==> run_1/m2.png <==
(4 px per um) Cells faint in the background.
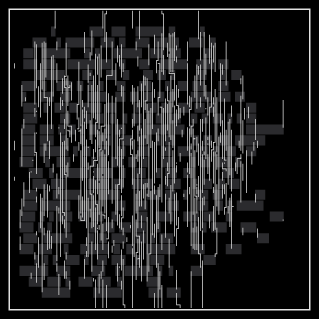
==> run_1/gates.png <==
(6 px per um)
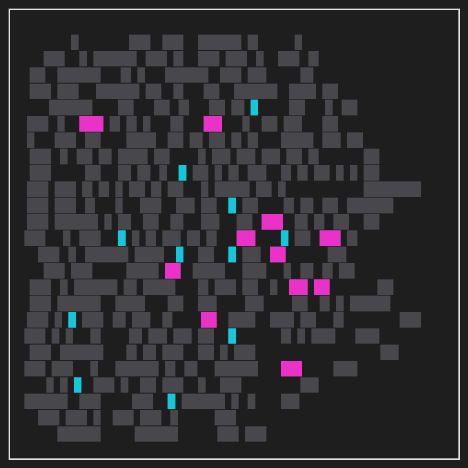
==> run_1/m3.png <==
(4 px per um)
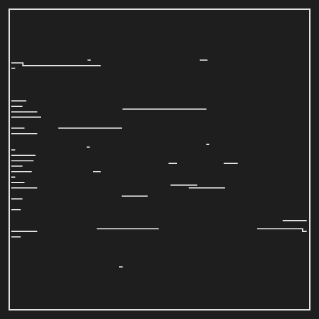
==> run_1/sizing.png <==
(6 px per um)
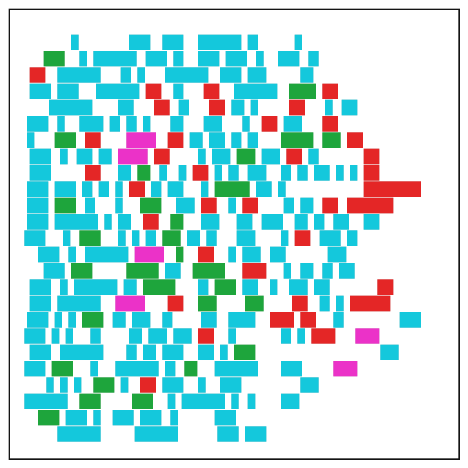
Design dest_scheduler, sky130hd; sources not shown.
==> summary.txt, run 1 <==
Implementation results

The count of nets left with antenna violations once routing finished came out at 0. Sorting the synthesized cells by how often they occur yields sky130_fd_sc_hd__nor2_1 (33), sky130_fd_sc_hd__dfxtp_1 (18), sky130_fd_sc_hd__nor3_2 (14). The global routing report lists combined usage of all routing layers as 21.85%. The synthesized instance count is ~200. In the final layout, the clock buffer count is 4.

The timing report gives the clock slew at the launch and capture registers of the worst setup and hold paths as roughly 70 ps. The number of diodes is 0. The via count of the first global-routing pass came to roughly 1,900. The number of buffers inserted by port buffering is 37. The top metal layer carrying routed signals is met4. Before any placement, the netlist area is recorded as about 1600 um^2.

Yosys mapped the design onto roughly 62 distinct sky130hd cell types. The average wire length per cell after detail routing is around 17 um. The initial cell density of the core is 32.42%. For this run, combinational gates with multiple inputs come to 161. Per the timing report, the achievable frequency comes out to between 400 and 500 MHz.

Warnings raised by the tools during the run amount to 29. The number of maximum-capacitance violations recorded for the run is 0. Summed over all instances, the cell type with the most area after synthesis is sky130_fd_sc_hd__dfxtp_1. The die covers between 5000 and 6000 um^2. Across the whole layout, storage elements account for about 360 um^2. The top cell type by area accounts for between 20% and 30% of the synthesized area. The required time at the worst-slack endpoint is 2670 ps. Broken down by cell family, the worst path's largest delay share belongs to AND-OR/OR-AND gates.

Yosys reported that registers with async set or reset make up 0%. The horizontal die dimension reported for this design is between 70 and 80 um. The sum of routed wire segments on met1 is ~2.5 mm. The height of the chip is 74.75 um. Entering global routing, the biggest net connects 18 pins. Per the gpl log, the routability congestion estimate is 0.9626. In this run the power density over the cells is ~470 nW/um^2.

Per the cell usage report, the commonest logic cells after layout are sky130_fd_sc_hd__clkdlybuf4s50_1 (34), sky130_fd_sc_hd__nor2_1 (32), sky130_fd_sc_hd__buf_4 (31). The buffering stage count on the worst path with inverters included is 2. In this run, placement finished with an instance count of 322. The clock sink total is 18. Leaving out buffers and inverters, the combinational logic in the layout accounts for 1126 um^2. The number of rows created at floorplan is 25.

The static leakage is between 0.9 and 1 nW. The number of endpoints failing setup at the final stage is 0. The number of buffers created by CTS is 3.

The STA report counts the stages on the worst setup path as 9. The clock-cell share of area is 2.406%. Sequential cells make up between 10% and 20% of the cell area. The flow ran to the end, and the final reports show no timing, DRC or antenna violations. The number of tap instances is about 67. The worst stage delay on the critical path is roughly 330 ps. The register with the most flip-flops in the layout has 5 of them. After global routing, the most crowded layer is met2. The post-route core utilization is a little under half. The clock arrives with 1.250 ps of skew.

The placeable core area is roughly 4800 um^2. The cell type of the slowest stage on the worst timing path is sky130_fd_sc_hd__a2111oi_2. Setup slack on the worst reg-to-reg path comes out at ~290 ps. During I/O placement, the number of pins put on the boundary was 42. The worst-case IR drop observed on VDD is about 0.00037 V.

The yosys stat chip area is ~1600 um^2. The final period demand of the worst path is between 2000 and 2500 ps. The TritonCTS clock tree is built.

In this run the worst hold path is classified as reg2reg. The number of setup buffers added after CTS is 5. In the detailed route, the total length drawn on met2 is 2.841 mm.

After Yosys synthesis, XOR and XNOR cells account for 0% of the synthesized area. Summed over all failing endpoints, the final setup total negative slack is 0 ps. The path depth of the worst reg2reg path is 7. The number of buffers added to fix hold violations after cts is 0. The mean area per synthesized cell is approximately 7.7 um^2. By area the synthesized netlist is led by sky130_fd_sc_hd__dfxtp_1 (23%), sky130_fd_sc_hd__nor3_2 (9.0%), sky130_fd_sc_hd__nor2_1 (8.0%). For reference, full adder, half adder and majority cells occupy under 10% of the area reported after synthesis. The wire length on met3 is 195 um. The category of the critical setup timing path is in2reg.

The kind of start point of the critical path is a primary input. The report gives the cell count of the worst hold path as 2. met1 track demand over resource after global routing is 28.03%. In this run the cell area measured after placement is ~2100 um^2. Data arrives at the worst endpoint at approximately 2500 ps. The first global-routing pass estimated approximately 9.4 mm of wire. Walking the worst path, the cells encountered are dlygate4sd2_1 > buf_4 > or2_1 > o221ai_1 > a211o_1 > o21ai_2 > a2111oi_2 > o21ai_1 > a311oi_1. The inverter tally of the final layout excluding the clock network is 11. The worst setup path is captured at a flip-flop. The clock reaches the later pin of the worst-skew pair after 260 ps. The number of antenna violations at the first check in global routing came to 0.
-- m2.png (at the start) --
nets with wire on the layer = 263
main direction = vertical
wire length on this layer = 2,840 um
total detailed-routing wirelength: 5.634 mm
GR met2 Demand/Resource: 38.45%

-- gates.png (at the start) --
cyan -> inv cells  # cells 11
magenta -> non-inverting ao/oa cells  # cells 11
combinational fraction of the cell area: 49.21%
tally of non-filler cells in the final layout: 331
Commonest Layout Cell: sky130_fd_sc_hd__clkdlybuf4s50_1

-- m3.png (at the start) --
main direction = horizontal
longest straight run = 20.7 um
nets with wire on the layer = 31
via count: 1,839
GR Util met3: 2.142%

-- sizing.png (at the start) --
magenta -> x6 and larger  # cells 6, share 2.3%, most used clkbuf_8
red -> x3 and x4  # cells 37, share 14%, most used buf_4
cyan -> x1 and smaller  # cells 192, share 73%, most used clkdlybuf4s50_1
green -> x2  # cells 29, share 11%, most used nor3_2
number of non-clock buffers: 70
area delta synth->final: 47.50%
final non-filler cell area: 2288 um^2

==> run 1: through the flow <==
stage               total power [W]  hold WS, ps
floorplan                 0.0005907        513.3
global placement          0.0007745        489.2
detailed placement        0.0007864        494.5
CTS                        0.001074        504.7
global route               0.001139        568.3
finish                     0.001076        500.3
==> run 1: where the power goes <==
part | switching, W | leakage [nW] | internal, W
logic | 0.000237 | 0.732 | 0.000239
clock network | 0.000106 | 0.0288 | 0.000140
registers | 0.0000409 | 0.151 | 0.000314
==> run 1: worst min-delay path, cell delays in order (launching register included) <==
cell	delay, ps
sky130_fd_sc_hd__dfxtp_1	310
sky130_fd_sc_hd__nor2_1	90
sky130_fd_sc_hd__a311oi_1	50
==> run 1: cell families after synthesis <==
group,count (synthesis)
flops,18
other cells,1
fa+ha+maj,2
buf+inv,24
compound gates,64
mux,1
simple gates,92
==> run_1/congestion_map.png <==
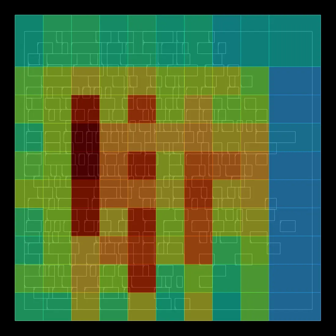

--- run 2 (diff from run 1) ---
CORE_ASPECT_RATIO = 0.75   (was default)
CORE_MARGIN = default   (was 2)
==> run_2/congestion_map.png <==
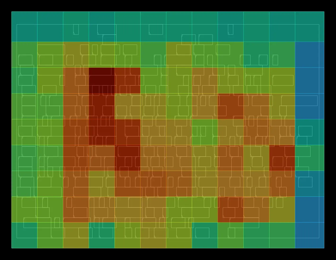
Global Route Usage Sum: 23.06%
WL per Instance: 18.12 um
GR met2 Demand/Resource: 35.87%
met1 usage in global routing: 32.48%
GR Util met3: 2.883%

==> run_2/sizing.png <==
(6 px per um)
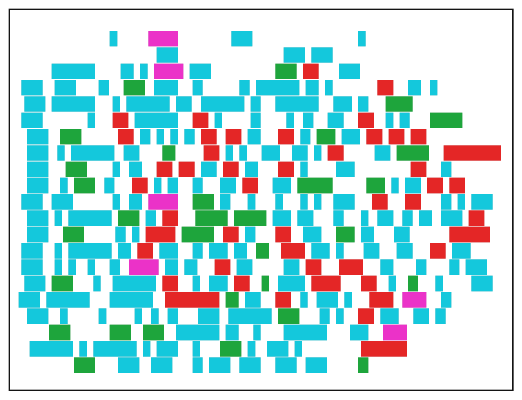
cyan -> x1 and smaller  # cells 187, share 69%, most used clkdlybuf4s50_1
red -> x3 and x4  # cells 47, share 17%, most used buf_4
green -> x2  # cells 31, share 11%, most used nor3_2
magenta -> x6 and larger  # cells 6, share 2.2%, most used clkbuf_8
number of non-clock buffers: 77
final non-filler cell area: 2359 um^2
post-route setup slack: 110.1 ps
area delta synth->final: 52.02%

==> run 2 against run 1 <==
Net effect:
- setup slack got worse by 19 ps
- hold slack improved by 17 ps
- non-clock buffer count rose by 7
- critical path depth rose by 1
- via count rose by 2.7%
- cell count fell by 0.91%
- clock power barely moved
- flip-flop count did not move
- register-to-register slack got worse by 110 ps
- sequential power barely moved
- routed wire length rose by 5.5%
==> summary.txt, run 2 <==
Implementation results

The number of endpoints failing setup at the final stage is 0 (unchanged). The sum of routed wire segments on met1 is 2.858 mm (+14%). The worst reg-to-reg setup slack is 180 ps (-110 ps). The logic share of the area was 49.34% (+0.13 points). The first-pass GRT wire length is 9.832 mm (+5.1%). The switching component of the power came to 0.0003949 W (+3.0%). The area of the die is 5295 um^2 (-5.2%). The path depth of the worst reg2reg path is 7 (unchanged). The number of antenna violations at the first check in global routing is 0 (unchanged). Per the STA report, the cell with the highest stage delay on the worst path is sky130_fd_sc_hd__a2111oi_2. The worst IR drop on VDD is 0.0002749 V (-25%). By count the netlist is led by sky130_fd_sc_hd__nor2_1 (33), sky130_fd_sc_hd__dfxtp_1 (18), sky130_fd_sc_hd__nor3_2 (14).

The number of nets with antenna violations after routing came to 0 (unchanged). The number of buffers created by CTS was 3 (unchanged). The area used by multi-input combinational logic is 1164 um^2 (+3.3%). The type of destination of the critical path is a flip-flop. For reference, the critical path cell chain is dlygate4sd2_1 > buf_4 > nor3b_4 > buf_4 > a2111oi_2 > o21ai_1 > a32oi_2 > a2111oi_2 > o21ai_1 > a311oi_1. The cell-internal power is 0.0007038 W (+1.6%).

The post-synthesis share of cell area spent on xor and xnor gates was 0% (unchanged). The cell count after synthesis is 202 (unchanged). The number of rows created at floorplan came to 21 (-16%). The number of distinct library cells after synthesis came to 62 (unchanged).

The inverter tally of the final layout excluding the clock network is 11 (unchanged). The fmax came to 418.4 MHz (-0.80%). The number of clock buffers in the layout was 4 (unchanged).

The initial cell density of the core was 33.55% (+1.1 points). The overall power consumption was 0.001099 W (+2.1%). The I/O pin total was 42 (unchanged). The leading area contributor after synthesis is sky130_fd_sc_hd__dfxtp_1. The number of standard cells in the final layout excluding fillers is 328 (-0.91%). The top metal layer carrying routed signals is met4. The clock-cell share of area is 2.334% (-0.071 points). The setup TNS is 0 ps (unchanged). The maximum number of pins on one net before global-route repair is 14 (-4). The placeable core area is 4624 um^2 (-3.4%). The net switching share of the total power is 35.94% (+0.33 points). The yosys stat chip area is 1551 um^2 (unchanged). The mean area per synthesized cell is 7.681 um^2 (unchanged). The routability-driven placement congestion ratio came to 0.8917 (-7.4%). The buffering stage count on the worst path with inverters included is 3 (+1). The number of diodes is 0 (unchanged). The instance count along the most critical hold path was 2 (unchanged). Among cell families on the critical path, the largest total delay comes from AND-OR/OR-AND gates. By instance count after routing, the leading logic cell type is sky130_fd_sc_hd__buf_4. The wire length on met3 was 247 um (+27%). The instance count on the critical path was 10 (+1). The part of the total power dissipated in combinational logic is 45.2% (+1.0 points). The area fraction in full adders, half adders and majority gates is 1.613% (unchanged).

The category of the critical setup timing path is in2reg. The largest power group is combinational cells. The final period demand of the worst path is 2390 ps (+19.03 ps). The area of the mapped netlist was 1551 um^2 (unchanged). The power attributed to combinational cells is 0.000496 W (+4.2%). The OpenROAD warning count is 30 (+3.4%). The worst min-delay path class is reg2reg. The placed instance count is 313 (-2.8%). The multi-input gate count is 161 (unchanged). The final wirelength is 5.943 mm (+5.5%). The height of the chip came to 63.27 um (-15%).

The die width is 83.69 um (+12%). The via count is 1,889 (+2.7%). The later-pin clock latency in the skew report came to 260 ps (about the same). The clock network fraction of design power is 22.2% (-0.6 points).

The TritonCTS clock tree is built. The endpoint arrival time on the critical path is 2550 ps (about the same). The proportion of cell area occupied by registers was 15.28% (-0.47 points). The power drawn by the clock network is 0.000244 W (about the same). The via count of the first global-routing pass came to 1,931 (+0.94%). The worst stage delay on the critical path is 340 ps (about the same). The static leakage came to 0.9536 nW (+4.6%).

The number of flip-flops in the largest register was 5 (unchanged). The flow ran to the end, and the final reports show no timing, DRC or antenna violations. The max-capacitance violation count is 0 (unchanged).
-- run 2: timing repair --
item                                    in CTS  in global routing
setup buffers                                8                  3
endpoints found under the setup margin       6                  2
resized                                     21                  8
hold buffers                                 0                  0
pin swaps                                   11                 12
-- run 2: through the flow --
stage | cell area (um^2) | util, % | hold WS (ps)
after floorplan | 1555 | - | 513.3
after global placement | 2126 | 45.97 | 490.5
after detailed placement | 2126 | 45.97 | 504.3
after CTS | 2317 | 50.11 | 518.2
after global routing | 2359 | 51.00 | 572.2
final | 2359 | 51.00 | 517.2
-- run 2: layer usage --
| layer | GRT usage (%) | vias up |
|---|---|---|
| met5 | 0 | - |
| met4 | 8.686 | 0 |
| met3 | 2.883 | 13 |
| met2 | 35.87 | 63 |
| met1 | 32.48 | 925 |
| li1 | - | 888 |
Power is estimated from default activity; no workload was simulated.
